### src/rtl/tinymips_prog_loader_pkg.sv
// ----------------------------------------------------------------------------
// tinymips_prog_loader_pkg
//  Shared definitions for the TinyMIPS program loader:
//   - ldr_state_e : 3-bit loader state encoding (LDR_IDLE..LDR_ERR)
//   - OP_*        : TinyMIPS opcode constants, handy for assembling test programs
//  Optional feature macro used by the loader: TINYMIPS_LOADER_CHECKSUM_EN
// ----------------------------------------------------------------------------
package tinymips_prog_loader_pkg;

    typedef enum logic [2:0] {
        LDR_IDLE    = 3'd0,
        LDR_LOAD    = 3'd1,
        LDR_RUN     = 3'd2,
        LDR_DONE    = 3'd3,
        LDR_TIMEOUT = 3'd4,
        LDR_ERR     = 3'd5
    } ldr_state_e;

    // TinyMIPS 16-bit instruction opcodes (top nibble of the word)
    localparam logic [3:0] OP_ADD  = 4'h0;
    localparam logic [3:0] OP_SUB  = 4'h1;
    localparam logic [3:0] OP_AND  = 4'h2;
    localparam logic [3:0] OP_OR   = 4'h3;
    localparam logic [3:0] OP_SLT  = 4'h4;
    localparam logic [3:0] OP_ADDI = 4'h5;
    localparam logic [3:0] OP_LW   = 4'h8;
    localparam logic [3:0] OP_SW   = 4'h9;
    localparam logic [3:0] OP_BEQ  = 4'hA;
    localparam logic [3:0] OP_BNE  = 4'hB;
    localparam logic [3:0] OP_J    = 4'hC;

endpackage

### src/rtl/tinymips_prog_loader_watchdog.sv
// ----------------------------------------------------------------------------
// tinymips_watchdog
//  Saturating run-cycle counter for the program loader.
//  Ports:
//   clk_i      clock, rising edge
//   rst_i      synchronous active-high reset (count -> 0)
//   clear_i    synchronous clear (priority over enable)
//   en_i       count one cycle
//   count_o    current count, sticks at all-ones instead of wrapping
//   expired_o  count has reached MAX_CYCLES-1
// ----------------------------------------------------------------------------
module tinymips_watchdog #(
    parameter int CYC_W      = 16,
    parameter int MAX_CYCLES = 4096
) (
    input  logic             clk_i,
    input  logic             rst_i,
    input  logic             clear_i,
    input  logic             en_i,
    output logic [CYC_W-1:0] count_o,
    output logic             expired_o
);

    localparam logic [CYC_W-1:0] LIMIT = CYC_W'(MAX_CYCLES - 1);
    localparam logic [CYC_W-1:0] CMAX  = '1;

    logic [CYC_W-1:0] count_q, count_d;

    always_comb begin
        count_d = count_q;
        if (clear_i)
            count_d = '0;
        else if (en_i && (count_q != CMAX))
            count_d = count_q + 1'b1;
    end

    always_ff @(posedge clk_i) begin
        if (rst_i)
            count_q <= '0;
        else
            count_q <= count_d;
    end

    assign count_o   = count_q;
    assign expired_o = (count_q == LIMIT);

endmodule

### src/rtl/tinymips_prog_loader.sv
// ----------------------------------------------------------------------------
// tinymips_prog_loader
//  Boot/run controller between the TinyMIPS core and its single-port RAM.
//  Streams a program into RAM while holding the core in reset, then releases
//  the core, hands it the RAM port, and ends the run on a store to HALT_ADDR
//  or on watchdog expiry.
//  Optional feature: define TINYMIPS_LOADER_CHECKSUM_EN to treat the in_last
//  word as a checksum trailer (sum of preceding words, mod 2^DATA_W).
//  Ports:
//   clk_i, rst_i          clock / synchronous active-high reset
//   start_i               1-cycle pulse, begins a load from IDLE/DONE/TIMEOUT/ERR
//   in_valid_i/in_ready_o program word handshake; in_data_i, in_last_i
//   cpu_rst_o             core reset, low only while running
//   cpu_wrEn_i/addr/dout  core RAM port
//   ram_we_o/addr/din     to the block RAM
//   busy_o                loading or running
//   done_o/timeout_o/error_o  terminal status flags
//   result_o              data of the halt store
//   cycles_o              run cycles elapsed
//   words_loaded_o        program words written to RAM
// ----------------------------------------------------------------------------
module tinymips_prog_loader
    import tinymips_prog_loader_pkg::*;
#(
    parameter int ADDR_W     = 8,
    parameter int DATA_W     = 16,
    parameter int DEPTH      = 2**ADDR_W,
    parameter int HALT_ADDR  = DEPTH - 1,
    parameter int MAX_CYCLES = 4096,
    parameter int CYC_W      = 16
) (
    input  logic              clk_i,
    input  logic              rst_i,
    input  logic              start_i,
    input  logic              in_valid_i,
    output logic              in_ready_o,
    input  logic [DATA_W-1:0] in_data_i,
    input  logic              in_last_i,
    output logic              cpu_rst_o,
    input  logic              cpu_wrEn_i,
    input  logic [ADDR_W-1:0] cpu_addr_i,
    input  logic [DATA_W-1:0] cpu_dout_i,
    output logic              ram_we_o,
    output logic [ADDR_W-1:0] ram_addr_o,
    output logic [DATA_W-1:0] ram_din_o,
    output logic              busy_o,
    output logic              done_o,
    output logic              timeout_o,
    output logic              error_o,
    output logic [DATA_W-1:0] result_o,
    output logic [CYC_W-1:0]  cycles_o,
    output logic [ADDR_W:0]   words_loaded_o
);

`ifdef TINYMIPS_LOADER_CHECKSUM_EN
    localparam bit CSUM_EN = 1'b1;
`else
    localparam bit CSUM_EN = 1'b0;
`endif

    localparam logic [ADDR_W:0]   DEPTH_W = (ADDR_W+1)'(DEPTH);
    localparam logic [ADDR_W-1:0] HALT_A  = ADDR_W'(HALT_ADDR);

    ldr_state_e          state_q, state_d;
    logic [ADDR_W:0]     ptr_q, ptr_d;
    logic [ADDR_W:0]     words_q, words_d;
    logic [DATA_W-1:0]   result_q, result_d;
    logic [DATA_W-1:0]   sum_q, sum_d;
    logic                cpu_rst_q;

    logic                full, accept, trailer, write_word, halt_hit;
    logic                wd_clear, wd_en, wd_expired;

    assign full       = (ptr_q == DEPTH_W);
    assign in_ready_o = (state_q == LDR_LOAD) && !full;
    assign accept     = in_ready_o && in_valid_i;
    // With the checksum build the last word is a trailer: consumed, never stored.
    assign trailer    = CSUM_EN && in_last_i;
    assign write_word = accept && !trailer;
    assign halt_hit   = (state_q == LDR_RUN) && cpu_wrEn_i && (cpu_addr_i == HALT_A);

    tinymips_watchdog #(
        .CYC_W      (CYC_W),
        .MAX_CYCLES (MAX_CYCLES)
    ) u_wdog (
        .clk_i     (clk_i),
        .rst_i     (rst_i),
        .clear_i   (wd_clear),
        .en_i      (wd_en),
        .count_o   (cycles_o),
        .expired_o (wd_expired)
    );

    always_comb begin
        state_d  = state_q;
        ptr_d    = ptr_q;
        words_d  = words_q;
        result_d = result_q;
        sum_d    = sum_q;
        wd_clear = 1'b0;
        wd_en    = 1'b0;

        case (state_q)
            LDR_IDLE, LDR_DONE, LDR_TIMEOUT, LDR_ERR: begin
                if (start_i) begin
                    state_d  = LDR_LOAD;
                    ptr_d    = '0;
                    words_d  = '0;
                    result_d = '0;
                    sum_d    = '0;
                    wd_clear = 1'b1;
                end
            end

            LDR_LOAD: begin
                if (accept) begin
                    if (write_word) begin
                        ptr_d = ptr_q + 1'b1;
                        sum_d = sum_q + in_data_i;
                        if (words_q != '1)
                            words_d = words_q + 1'b1;
                    end
                    if (in_last_i) begin
                        if (CSUM_EN)
                            state_d = (in_data_i == sum_q) ? LDR_RUN : LDR_ERR;
                        else
                            state_d = LDR_RUN;
                    end
                end else if (full && in_valid_i && !in_last_i) begin
                    // Program longer than the RAM: drop the word and stop.
                    state_d = LDR_ERR;
                end
            end

            LDR_RUN: begin
                // A halt store beats a simultaneous watchdog expiry. The counter
                // only advances on cycles that stay in RUN, so it reads
                // MAX_CYCLES-1 after a timeout.
                if (halt_hit) begin
                    result_d = cpu_dout_i;
                    state_d  = LDR_DONE;
                end else if (wd_expired) begin
                    state_d  = LDR_TIMEOUT;
                end else begin
                    wd_en    = 1'b1;
                end
            end

            default: state_d = LDR_IDLE;
        endcase
    end

    always_ff @(posedge clk_i) begin
        if (rst_i) begin
            state_q   <= LDR_IDLE;
            ptr_q     <= '0;
            words_q   <= '0;
            result_q  <= '0;
            sum_q     <= '0;
            cpu_rst_q <= 1'b1;
        end else begin
            state_q   <= state_d;
            ptr_q     <= ptr_d;
            words_q   <= words_d;
            result_q  <= result_d;
            sum_q     <= sum_d;
            // Registered from next state so it is low exactly while state_q==RUN.
            cpu_rst_q <= (state_d != LDR_RUN);
        end
    end

    // RAM port mux: loader in LOAD, core pass-through in RUN, writes blocked otherwise.
    always_comb begin
        ram_we_o   = 1'b0;
        ram_addr_o = cpu_addr_i;
        ram_din_o  = cpu_dout_i;
        case (state_q)
            LDR_LOAD: begin
                ram_we_o   = write_word;
                ram_addr_o = ptr_q[ADDR_W-1:0];
                ram_din_o  = in_data_i;
            end
            LDR_RUN:  ram_we_o = cpu_wrEn_i;
            default:  ram_we_o = 1'b0;
        endcase
    end

    assign cpu_rst_o      = cpu_rst_q;
    assign busy_o         = (state_q == LDR_LOAD) || (state_q == LDR_RUN);
    assign done_o         = (state_q == LDR_DONE);
    assign timeout_o      = (state_q == LDR_TIMEOUT);
    assign error_o        = (state_q == LDR_ERR);
    assign result_o       = result_q;
    assign words_loaded_o = words_q;

endmodule

### config.mk
export PLATFORM = sky130hd
export DESIGN_NAME = tinymips_prog_loader
export DESIGN_NICKNAME = d
export VERILOG_FILES = /design/src/rtl/tinymips_prog_loader_pkg.sv /design/src/rtl/tinymips_prog_loader_watchdog.sv /design/src/rtl/tinymips_prog_loader.sv
export SDC_FILE = /design/constraint.sdc
export NUM_CORES = 1
export LEC_CHECK = 0
export CAP_MARGIN = 20
export CORE_MARGIN = 2
export CORE_UTILIZATION = 47
export CTS_CLUSTER_SIZE = 28
export DETAILED_ROUTE_END_ITERATION = 12
export PLACE_DENSITY = 0.86
export SETUP_SLACK_MARGIN = 0.15
export SYNTH_ARGS = -nofsm -noshare
export SYNTH_HDL_FRONTEND = slang
export SYNTH_SLANG_ARGS = --single-unit
### constraint.sdc
create_clock -name clk_i -period 5.55 [get_ports clk_i]
set_clock_uncertainty 0.1 [all_clocks]
set_input_delay 0.8325 -clock clk_i [delete_from_list [all_inputs] [get_ports clk_i]]
set_output_delay 0.8325 -clock clk_i [all_outputs]
set_load 0.02 [all_outputs]
Figure 1. The metal 1 layer (run 1).
Cells faint in the background.
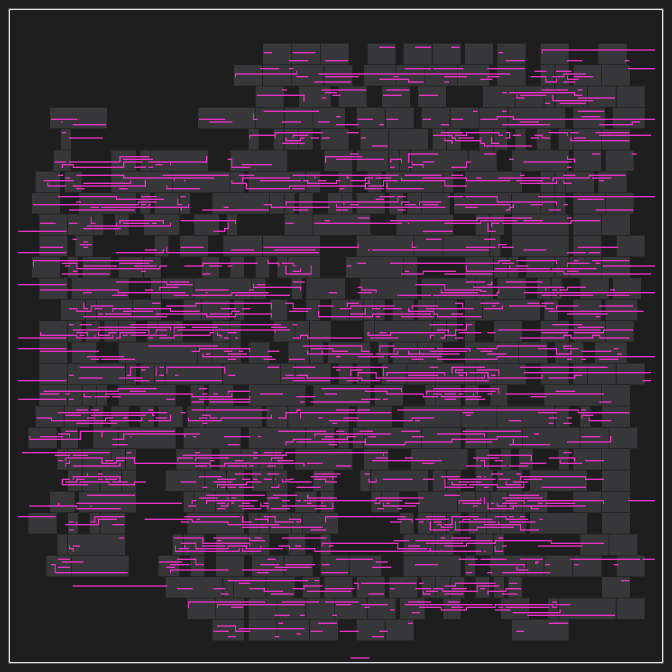
wire length on this layer: 3550 um
longest straight run: 24.4 um
main direction: horizontal
nets with wire on the layer: 437
final wirelength: 8180 um
met1 GRT Util: 28.5%
via count of the routed design: 2989

Figure 2. Signal wires on met2 (run 1).
Bar = 20 um.
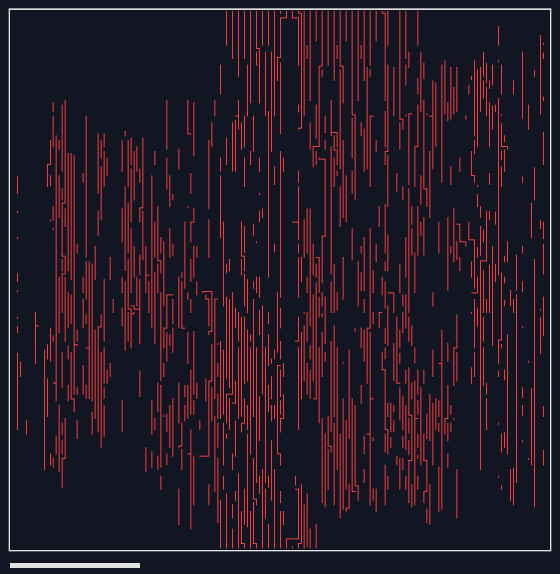
nets with wire on the layer: 445
share of all routed wire: 49%
GR Util met2: 39.9%

Figure 3. M3 wires (run 1).
Bar = 20 um.
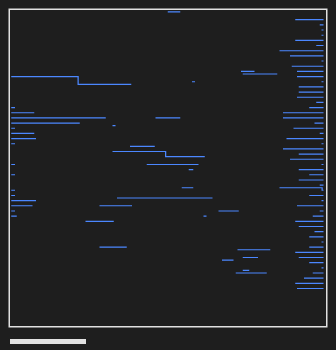
nets with wire on the layer: 85
wire length on this layer: 510 um
main direction: horizontal
longest straight run: 24.8 um
met3 Use GR: 5.47%

Figure 4. Routed metal per tile (run 1).
Bar = 20 um. 17 x 17 tiles, from dark purple (low) to yellow (high), scaled to the fullest tile. Values are wire area over tile area, all layers added.
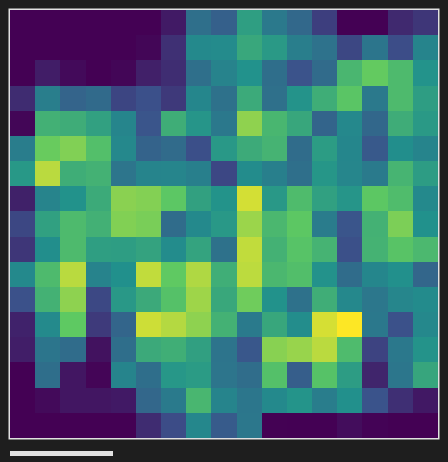
fullest tile: 0.44
mean over tiles: 0.19
nearly empty tiles: 11%
emptiest ninth of the die: upper left
wire per inst: 15.5 um
gr usage total: 23.2%

==> reports/metrics.yaml, run 1 <==
status: "finished, final reports clean"
worst_slack_ns: 1.73
crit_family: "buffers and inverters"
bufAreaShareNonClock_pct: 28.1
drv_slew: 0
maxPowerGroup: "registers"
top_cells_by_area: "dfxtp_1 37%, mux2_2 9.2%, a21oi_1 6.3%"
powerSeq_uw: 395
pg_comb_uw: 185
setup_viol: 0
ys_area_um2: 2940
yosys_warnings: 0
tns_ns: 0
sh_seq_area_pct: 25.4
clkPwrFrac_pct: 28.3
yosys.stat.seqShare_pct: 36.7
simple_gate_share_pct: 27.3
synthFlopType: "dfxtp_1"
wl_met3_um: 509
synth_top_area_share_pct: 36.7
io_pins: 118
cp-start-kind: "flip-flop"
lay_top_count: "clkdlybuf4s50_1"
regArea_um2: 1080
busiest_layer: "met2"
grt_first_pass_wirelength_um: 13600
place_inst: 518
clk_pin_slew_ns: 0.09
final-clk-cell-share_pct: 2.24
worst-r2r-setup-slack_ns: 2.98
fin_cells: 526
rows: 28
critPathArrivalTime_ns: 2.88
layout.nets: 501
comb_share_pct: 41.2
reg2reg_from: "u_wdog.count_o[13]"
die_x_um: 83.1
rsz0062_at_grt: "false"
cts_hold_buf: 0
wl_met1_um: 3550
first_pass_iters: 4
vdd_drop_max_mv: 0.124
min_path_type: "flip-flop to flip-flop"
nClkBuffers: 6
leakagePower_nw: 1.38
logic_area_um2: 1750
floorplanUtilization_pct: 49.1
initialDrtViolationCount: 123
drcViolationCount: 0
dominant-cell-class: "combinational gates"
power.switching_uw: 224
grt_max_degree: 29
place_congestion: 0.854
synthMostInstantiatedCell: "dfxtp_1"
syn_inst: 340
cp-endpoint: "ram_addr_o[0]"
path_depth: 5
total_power_uw: 809
areaGrowthSynthToFinish_pct: 44.4
holdPathStages: 2
cts_tree: "done"
crit_type: "flip-flop to output port"
clk_path_buf_depth: 2
ant_nets: 0
core_area_um2: 5990
worst_pin_slew_ns: 1.04
hp-start: "result_o[11]"
placed_cell_area_um2: 4150
post_cts_buffers: 0
signal_buffers: 120
inverters: 9
finalHoldViolCount: 0
fin_hold_ws_ns: 0.355
wl_met2_um: 4010
finalInstanceArea_um2: 4250
first_global_vias: 2944
synth_area_um2: 2940
top_logic_kind: "simple AND/OR/NAND/NOR gates"
switching_share_pct: 27.7
p_clk_uw: 229
end_kind: "output port"
==> run 2, diff against run 1 <==
--- a/config.mk
+++ b/config.mk
@@ -7,10 +7,10 @@
 export LEC_CHECK = 0
 export CAP_MARGIN = 20
 export CORE_MARGIN = 2
-export CORE_UTILIZATION = 47
+export CORE_UTILIZATION = 39
 export CTS_CLUSTER_SIZE = 28
 export DETAILED_ROUTE_END_ITERATION = 12
-export PLACE_DENSITY = 0.86
+export PLACE_DENSITY = 0.76
 export SETUP_SLACK_MARGIN = 0.15
 export SYNTH_ARGS = -nofsm -noshare
 export SYNTH_HDL_FRONTEND = slang
==> constraint.sdc (replaced) <==
create_clock -name clk_i -period 3.43 [get_ports clk_i]
set_clock_uncertainty 0.1 [all_clocks]
set_input_delay 0.5145 -clock clk_i [delete_from_list [all_inputs] [get_ports clk_i]]
set_output_delay 0.5145 -clock clk_i [all_outputs]
set_load 0.02 [all_outputs]
Figure 5. Signal wires on met2 (run 2).
Bar = 20 um.
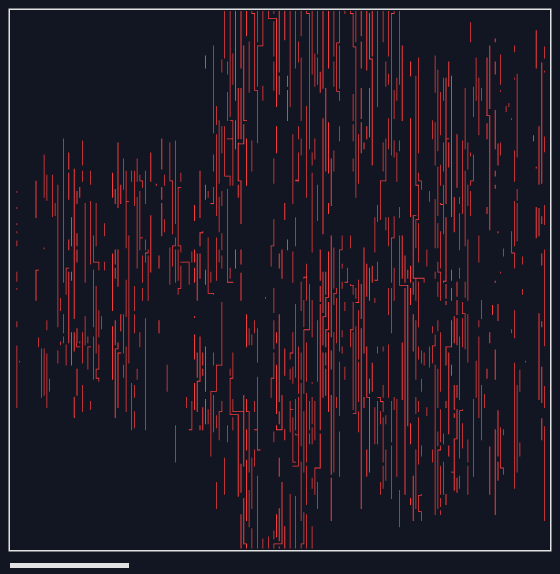
share of all routed wire: 47%
main direction: vertical
wire length on this layer: 3950 um
nets with wire on the layer: 440
longest straight run: 34.7 um
final wirelength: 8350 um
GR Util met2: 33.8%
via count of the routed design: 2961

Figure 6. M3 wires (run 2).
Bar = 20 um.
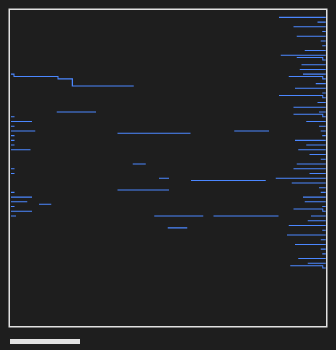
nets with wire on the layer: 78
wire length on this layer: 514 um
longest straight run: 21.2 um
main direction: horizontal
met3 Use GR: 4.76%

==> reports/metrics.yaml, run 2 <==
status: "finished, final reports clean"
nClkBuffers: 7
yosys.stat.seqShare_pct: 36.7
nWellTaps: 99
core_area_um2: 7290
yosys_warnings: 0
cts_hold_buf: 0
wl_met1_um: 3830
lay_top_count: "clkdlybuf4s50_1"
comb_share_pct: 40.4
place_inst: 547
min_path_type: "flip-flop to flip-flop"
total_power_mw: 1.36
synthFlopType: "dfxtp_1"
die_x_um: 90.9
finalInstanceArea_um2: 4340
power.switching_uw: 352
cp-start-kind: "flip-flop"
wl_met2_um: 3950
signal_buffers: 126
inverters: 9
hp-start: "result_o[6]"
regArea_um2: 1080
drcViolationCount: 0
fin_cells: 556
rsz0062_at_grt: "false"
simple_gate_share_pct: 27.3
cp-endpoint: "ram_we_o"
synth_top_area_share_pct: 36.7
vdd_drop_max_mv: 0.170
finalHoldViolCount: 0
leakagePower_nw: 1.41
final-clk-cell-share_pct: 2.45
top_cells_by_area: "dfxtp_1 37%, mux2_2 9.2%, a21oi_1 6.3%"
crit_type: "flip-flop to output port"
cts_tree: "done"
ys_area_um2: 2940
synth_area_um2: 2940
grt_first_pass_wirelength_um: 13800
worst_pin_slew_ns: 0.790
rows: 31
place_congestion: 0.831
setup_viol: 0
bufAreaShareNonClock_pct: 28.6
switching_share_pct: 25.9
reg2reg_from: "ptr_q[0]"
io_pins: 118
worst-r2r-setup-slack_ns: 0.89
synth_adder_area_share_pct: 2.13
layout.nets: 507
critPathArrivalTime_ns: 2.39
reg2regPathDepth: 8
synthMostInstantiatedCell: "dfxtp_1"
holdPathStages: 2
placed_cell_area_um2: 4220
synth_cell_types: 48
wl_met3_um: 514
grt_max_degree: 28
pg_comb_uw: 306
top_logic_kind: "simple AND/OR/NAND/NOR gates"
path_depth: 6
syn_inst: 340
power.density_nw_per_um2: 313
initialDrtViolationCount: 151
fin_hold_ws_ns: 0.354
sh_seq_area_pct: 24.9
Figure 7. Routed metal per tile (run 2).
Bar = 20 um. 18 x 18 tiles, from dark purple (low) to yellow (high), scaled to the fullest tile. Values are wire area over tile area, all layers added.
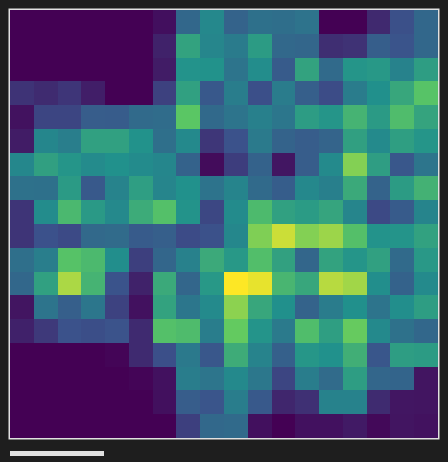
mean over tiles: 0.16
emptiest ninth of the die: lower left
fullest tile: 0.46
tiles over half the peak: 28%
densest ninth of the die: middle right
wire per inst: 15.0 um
gr usage total: 20.0%

==> run 3, diff against run 2 <==
--- a/config.mk
+++ b/config.mk
@@ -12,6 +12,7 @@
 export DETAILED_ROUTE_END_ITERATION = 12
 export PLACE_DENSITY = 0.76
 export SETUP_SLACK_MARGIN = 0.15
+export SLEW_MARGIN = 20
 export SYNTH_ARGS = -nofsm -noshare
 export SYNTH_HDL_FRONTEND = slang
 export SYNTH_SLANG_ARGS = --single-unit
Figure 8. M3 wires (run 3).
Bar = 20 um.
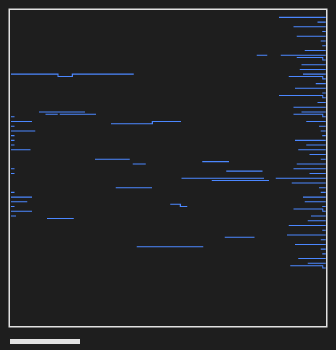
main direction: horizontal
wire length on this layer: 563 um
share of all routed wire: 6.8%
longest straight run: 23.5 um
nets with wire on the layer: 84
via count of the routed design: 2960
final wirelength: 8340 um

Figure 9. Signal wires on met2 (run 3).
Bar = 20 um.
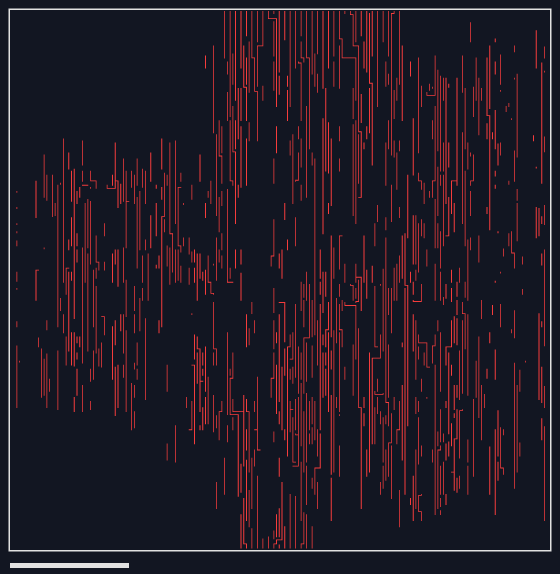
longest straight run: 34.7 um
nets with wire on the layer: 443
share of all routed wire: 48%
wire length on this layer: 4000 um

==> reports/metrics.yaml, run 3 <==
status: "finished, final reports clean"
rows: 31
sh_seq_area_pct: 25.0
regArea_um2: 1080
drv_slew: 0
clkPwrFrac_pct: 30.4
reg2reg_from: "ptr_q[0]"
maxPowerGroup: "registers"
yosys.stat.seqShare_pct: 36.7
grtUsageMet2_pct: 33.8
finalHoldViolCount: 0
synthFlopType: "dfxtp_1"
powerSeq_uw: 639
place_inst: 547
pg_comb_uw: 305
cts_tree: "done"
io_pins: 118
top_logic_kind: "simple AND/OR/NAND/NOR gates"
grtUsageTotal_pct: 20.0
worst-r2r-setup-slack_ns: 0.91
total_power_mw: 1.36
p_clk_uw: 412
reg2regPathDepth: 8
vdd_drop_max_mv: 0.170
post_cts_buffers: 0
initialDrtViolationCount: 122
wl_met2_um: 4000
signal_buffers: 125
clk_path_buf_depth: 2
worst_pin_slew_ns: 0.832
holdPathStages: 2
cts_hold_buf: 0
crit_type: "flip-flop to output port"
ys_area_um2: 2940
critPathArrivalTime_ns: 2.37
syn_inst: 340
core_area_um2: 7290
yosys_warnings: 0
first_pass_iters: 4
top_cells_by_area: "dfxtp_1 37%, mux2_2 9.2%, a21oi_1 6.3%"
drcViolationCount: 0
nWellTaps: 99
min_path_type: "flip-flop to flip-flop"
tns_ns: 0
simple_gate_share_pct: 27.3
synthMostInstantiatedCell: "dfxtp_1"
lay_top_count: "clkdlybuf4s50_1"
place_congestion: 0.831
power.density_nw_per_um2: 313
routedWlPerCell_um: 15.0
wl_met3_um: 563
leakagePower_nw: 1.41
floorplanUtilization_pct: 40.4
gr-usage-met3_pct: 4.76
clk_pin_slew_ns: 0.09
fin_hold_ws_ns: 0.353
power.switching_uw: 351
areaGrowthSynthToFinish_pct: 47.2
setup_viol: 0
grt_first_pass_wirelength_um: 13800
die_x_um: 90.9
ant_nets: 0
placed_cell_area_um2: 4220
inverters: 9
switching_share_pct: 25.9
crit_family: "buffers and inverters"
logic_area_um2: 1760
synth_top_area_share_pct: 36.7
rsz0062_at_grt: "false"
worst_slack_ns: 0.449
Figure 10. The metal 1 layer (run 3).
Cells faint in the background.
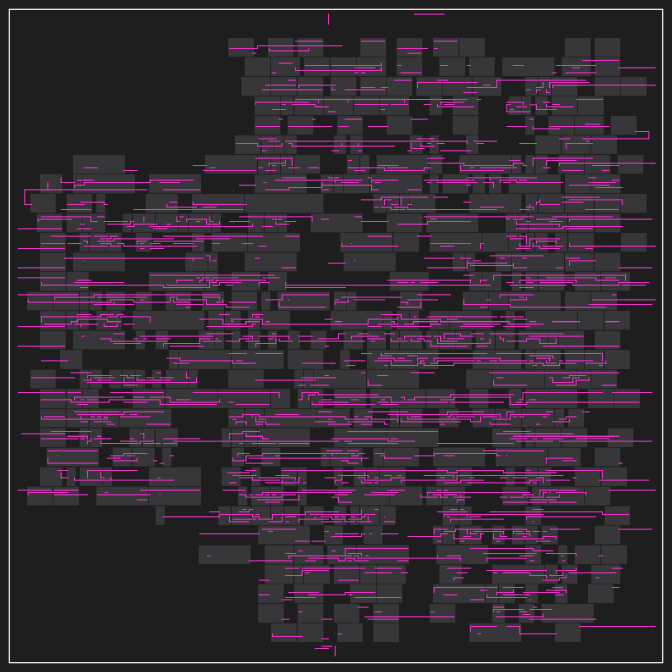
nets with wire on the layer: 440
main direction: horizontal
longest straight run: 28.5 um
wire length on this layer: 3740 um
share of all routed wire: 45%
met1 GRT Util: 26.5%


## Gallery

Clock nets.
shot_01.png
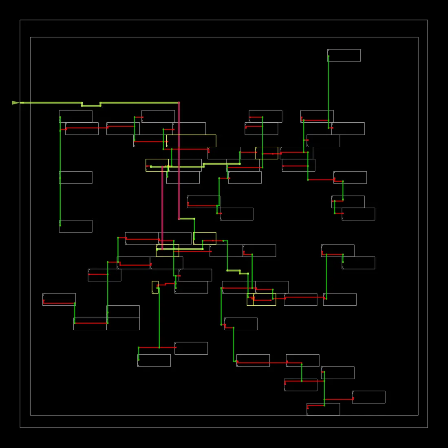
shot_02.png
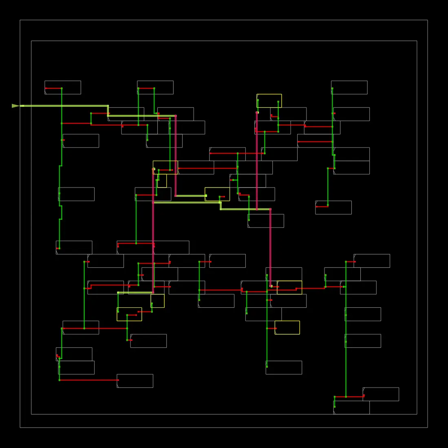
shot_01.png -> run 3
shot_02.png -> run 1

